**config.mk**
```make
export PLATFORM = sky130hd
export DESIGN_NAME = fetch_queue
export DESIGN_NICKNAME = d
export VERILOG_FILES = /design/src/rtl/fetch_queue.sv
export SDC_FILE = /design/constraint.sdc
export NUM_CORES = 1
export LEC_CHECK = 0
export CORE_UTILIZATION = 49
export DETAILED_ROUTE_END_ITERATION = 7
export PLACE_DENSITY = 0.72
export SLEW_MARGIN = 10
export SYNTH_ARGS = -nofsm -noshare
export SYNTH_HDL_FRONTEND = slang
export SYNTH_SLANG_ARGS = --single-unit
```
**constraint.sdc**
```tcl
create_clock -name clk -period 2.51 [get_ports clk]
set_input_delay 0.3765 -clock clk [delete_from_list [all_inputs] [get_ports clk]]
set_output_delay 0.3765 -clock clk [all_outputs]
set_load 0.03 [all_outputs]
```
**src/rtl/fetch_queue.sv**
```systemverilog
// Instruction prefetch queue between IF and ID: a circular buffer of {PC, instruction}
// pairs, presented oldest-first with one cycle of latency, fully drained on flush.
module fetch_queue #(
    parameter int unsigned DEPTH = 4,
    parameter int unsigned WIDTH = 32
) (
    input  logic                     clk,
    input  logic                     rst,
    input  logic                     flush,
    input  logic                     in_valid,
    input  logic [WIDTH-1:0]         in_pc,
    input  logic [WIDTH-1:0]         in_instr,
    output logic                     full,
    output logic                     out_valid,
    output logic [WIDTH-1:0]         out_pc,
    output logic [WIDTH-1:0]         out_instr,
    input  logic                     out_ready,
    output logic [$clog2(DEPTH):0]   count
);

    localparam int unsigned PW = $clog2(DEPTH);
    localparam int unsigned CW = PW + 1;

    logic [WIDTH-1:0] pc_mem    [DEPTH];
    logic [WIDTH-1:0] instr_mem [DEPTH];
    logic [PW-1:0]    head;
    logic [PW-1:0]    tail;
    logic [CW-1:0]    count_q;
    logic             push;
    logic             pop;

    assign full      = (count_q == CW'(DEPTH));
    assign out_valid = (count_q != '0);
    assign count     = count_q;

    // A full queue refuses the push even when a pop frees a slot the same cycle.
    assign push = in_valid & ~full;
    assign pop  = out_valid & out_ready;

    always_ff @(posedge clk) begin
        if (rst || flush) begin
            head    <= '0;
            tail    <= '0;
            count_q <= '0;
        end else begin
            if (push) tail <= tail + 1'b1;
            if (pop)  head <= head + 1'b1;
            count_q <= count_q + CW'(push) - CW'(pop);
        end
    end

    // Storage is not reset; the pointers alone define which entries are live.
    always_ff @(posedge clk) begin
        if (push && !rst && !flush) begin
            pc_mem[tail]    <= in_pc;
            instr_mem[tail] <= in_instr;
        end
    end

    assign out_pc    = out_valid ? pc_mem[head]    : '0;
    assign out_instr = out_valid ? instr_mem[head] : '0;

endmodule

```
### Placed cells, one color a class

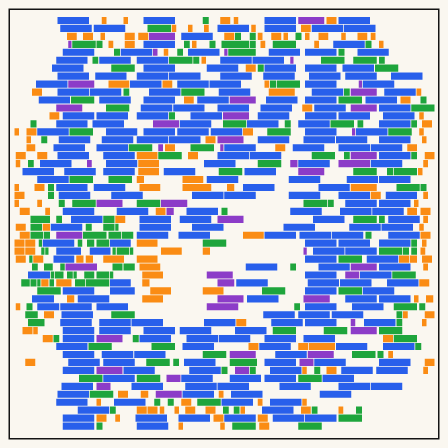
legend:
  green:
    class: combinational and other logic
    cells: 168
    share_of_their_area: 18%
  blue:
    class: flops
    cells: 265
    share_of_their_area: 63%
  orange:
    class: other buffers and delay cells
    cells: 166
    share_of_their_area: 12%
  purple:
    class: clock drivers and dummy loads
    cells: 48
    share_of_their_area: 7.1%
Core Region: 20400 sq um
Seq/total area: 61.3%
Design Area, Final: 12900 sq um
final core area utilization: 63.1%
Rows: 52

### Local utilization

The die is cut into 15 by 15 equal tiles; white is low, dark blue is high, 0 to 100% covered.
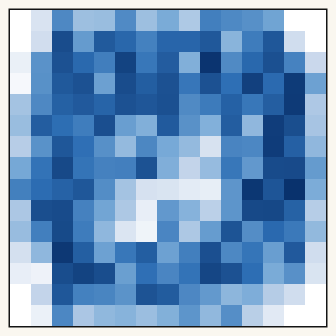
mean over tiles: 58%
fullest tile: 99%
tiles over 75% full: 32%
nearly empty tiles: 4.4%
Floorplan Utilization: 50.2%

### Cell outlines without signal wires

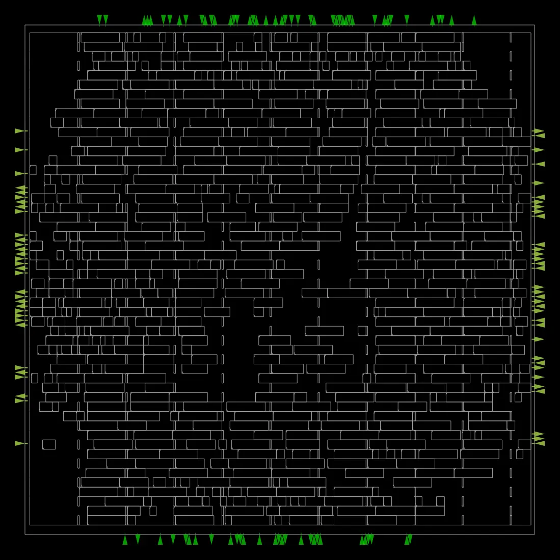
Non-Filler Instances: 917
flop count: 265
# Taps: 270

==> impl_metrics.ini <==
; yosys + openroad results
[outcome]
status = complete, no violations

[worst_setup_path]
start_kind = flip-flop
worstPathArrival_ns = 2.07
critPathMaxStageDelay_ns = 0.49
crit_required_ns = 2.13
worstSetupEndpointType = output port
cp_max_fo = 7
critPathKind = flip-flop to output port
path_cells = buf_12 -> clkbuf_16 -> mux4_2 -> and2_1 -> buf_4
cpMaxStageDelayCell = mux4_2

[clock_tree]
cts_sinks = 265
cts_tree = yes
hold_buffers = 0
htree_levels = 1
clockBufferDepth = 3
insertion_delay_ns = 0.52
clk_pin_slew_ns = 0.06
cts_buffers = 26

[route]
met1Wirelength_microns = 8070
drt-initial-drc-count = 204
ant_nets = 0
routedWlPerCell_microns = 20.6
vias_per_cell = 5.33
drc = 0
route.met2.wl_microns = 9670
vias = 4892
first_pass_iters = 4
wl_met3_microns = 851

[run]
tool_warnings = 30
cap_violations = 0

[synth]
synthesis.area_sq_um = 10200
ys_types = 25
edf_count = 256
yosysCellCount = 455
ys_chip_area_sq_um = 10200
async_flop_share_pct = 0
synthCells = 455
ys_seq_share_pct = 77.0
floorplan.nets = 531
synth_flop_count = 265
yosys_warnings = 0

[final_timing]
finalClockPeriodUsage_pct = 97.6
hold_viol_final = 0
worst_slew_margin_rel_pct = 73.0
finalSetupViolCount = 0
fmax_mhz = 408
maxSlewViolCount = 0
worst-slew-pin-transition_ns = 0.399
final.min_clock_period_ns = 2.45

[pwr]
p_int_w = 0.00761
power_density_nw_per_um2 = 751
pwr-share-comb_pct = 8.8
p_seq_share_pct = 50.9
p_leak_nw = 4.32
ir_worst_vdd_uv = 435
fin_total_pwr_w = 0.00966
p_sw_share_pct = 21.2
clockPowerShare_pct = 40.2
p_switching_w = 0.00204

[floorplan]
chip_area_sq_um = 21400
io_pins = 138
die_w_microns = 146
die_h_microns = 146

[global_routing]
grt_max_degree = 66
grt_usage_pct = 17.7
grt_pass1_wl_microns = 28900
grt_pass1_vias = 5375
grt-ovfl-total = 0

[final_layout]
layout_top_cells = edfxtp_1, clkdlybuf4s50_1, and2_1
antennaDiodeCount = 0
fin_nets = 703
drive_gt1_share_pct = 32.1

[place]
pre_cts_ws_ns = -0.0969
io_buffers = 137
place_area_sq_um = 12100
dp_hpwl_microns = 11200
place_congestion = 0.756

[worst_hold_path]
hp-class = input port to flip-flop
### The metal 3 layer

The bar under the picture is 50 microns long.
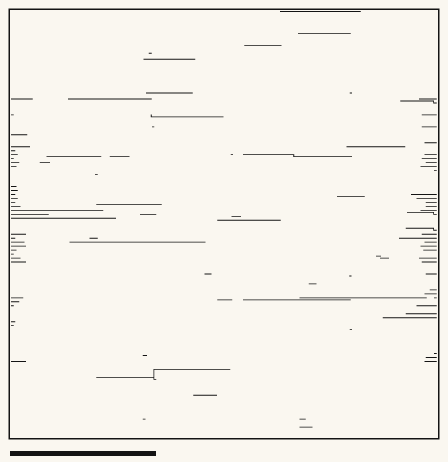
wire length on this layer: 852 microns
longest straight run: 46.2 microns
share of all routed wire: 4.5%
main direction: horizontal
grt met3 use: 2.78%
final WL: 18900 microns

### Where the registers sit

The bar under the picture is 50 microns long.
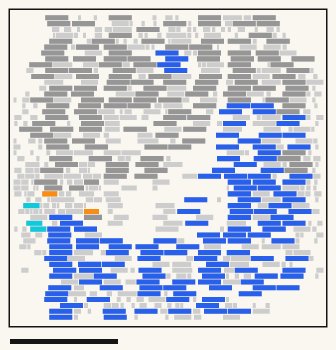
legend:
  cyan:
    signal: count
    placed_flops: 3
  orange:
    signal: head
    placed_flops: 2
  blue:
    signal: pc_mem
    placed_flops: 128
sequential power: 0.00492 W
register area: 7880 sq um

[what timing repair did]
action,in CTS,in global routing
cloned,0,3
endpoints found under the setup margin,65,62
setup buffers,0,4
endpoints found under the hold margin,0,0
resized,172,125
[synthesized netlist by cell type (2+ instances only)]
| library cell | n | area [sq um] |
|---|---|---|
| and2_1 | 67 | 419 |
| and3_1 | 4 | 25.0 |
| buf_12 | 6 | 120 |
| buf_2 | 6 | 30.0 |
| clkbuf_1 | 8 | 30.0 |
| dfxtp_1 | 9 | 180 |
| edfxtp_1 | 256 | 7690 |
| ha_1 | 6 | 75.1 |
| inv_1 | 6 | 22.5 |
| mux2i_1 | 3 | 30.0 |
| mux4_1 | 4 | 105 |
| mux4_2 | 60 | 1350 |
| nand2_1 | 3 | 11.3 |
| nor2_1 | 2 | 7.51 |
| nor3_1 | 2 | 10.0 |
| or3_1 | 3 | 18.8 |
| xnor2_1 | 2 | 17.5 |
[logic make-up (layout without fill, tap and decap cells)]
logic type               Yosys count  in the layout  share of synthesized area, %
AND-OR/OR-AND                      3              3                         0.208
XOR/XNOR                           3              3                         0.257
adder cells (fa/ha/maj)            7              7                         0.931
buffers and inverters             28            220                          2.14
flip-flops                       265            265                          77.0
multiplexers                      67             67                          14.6
AND/OR/NAND/NOR                   82             82                          4.89
[power groups by stage]
stage               Combinational, W  Sequential [W]  Clock, W
finish                      0.000852         0.00492   0.00388
global route                0.000906         0.00492   0.00412
CTS                         0.000895         0.00492   0.00397
detailed placement          0.000917         0.00501         0
global placement            0.000902         0.00501         0
floorplan                   0.000474         0.00502         0
[final timing paths]
path	depth (start not counted)	endpoint	slack [ns]
worst max-delay path	5	out_pc[31]	0.06
worst max register to register	10	count[2]	0.13
worst min-delay path	1	instr_mem[0][2]	0.49
worst min register to register	2	tail[1]	0.52
[sequential cells by signal, indices dropped and copies added (netlist names), named ones only]
register   flops
pc_mem       128
head           2
instr_mem    128
tail           2
count          3
[routing by layer]
| metal | vias to the layer above | GRT usage (%) |
|---|---|---|
| li1 | 2201 | - |
| met1 | 2538 | 23.3 |
| met2 | 127 | 30.8 |
| met3 | 24 | 2.78 |
| met4 | 2 | 5.05 |
| met5 | - | 0 |
[stage by stage]
stage	setup TNS, ns	hold WS (ns)	instances
final	0	0.485	917
after global routing	-0.00118	0.478	917
after detailed placement	-0.0969	0.500	862
after global placement	0	0.476	862
after floorplan	0	0.440	455
after CTS	-2.92	0.463	910
[cell type report]
type                       count  area [sq um]
fill                        1437          7510
tap                          270           338
sequential                   265          7880
timing repair buffer         166          1560
inverter                       6          22.5
clock inverter                16           164
multi-input combinational    162          2170
clock buffer                  32           723
[critical path: cells and delay by family (launching register included)]
family                 cells  cell delay, ns
buffers and inverters      3            0.49
muxes                      1            0.49
DFF                        1            0.38
and+or+nand+nor            1            0.20
No activity file was given, so power comes from the tool's default toggle rates.
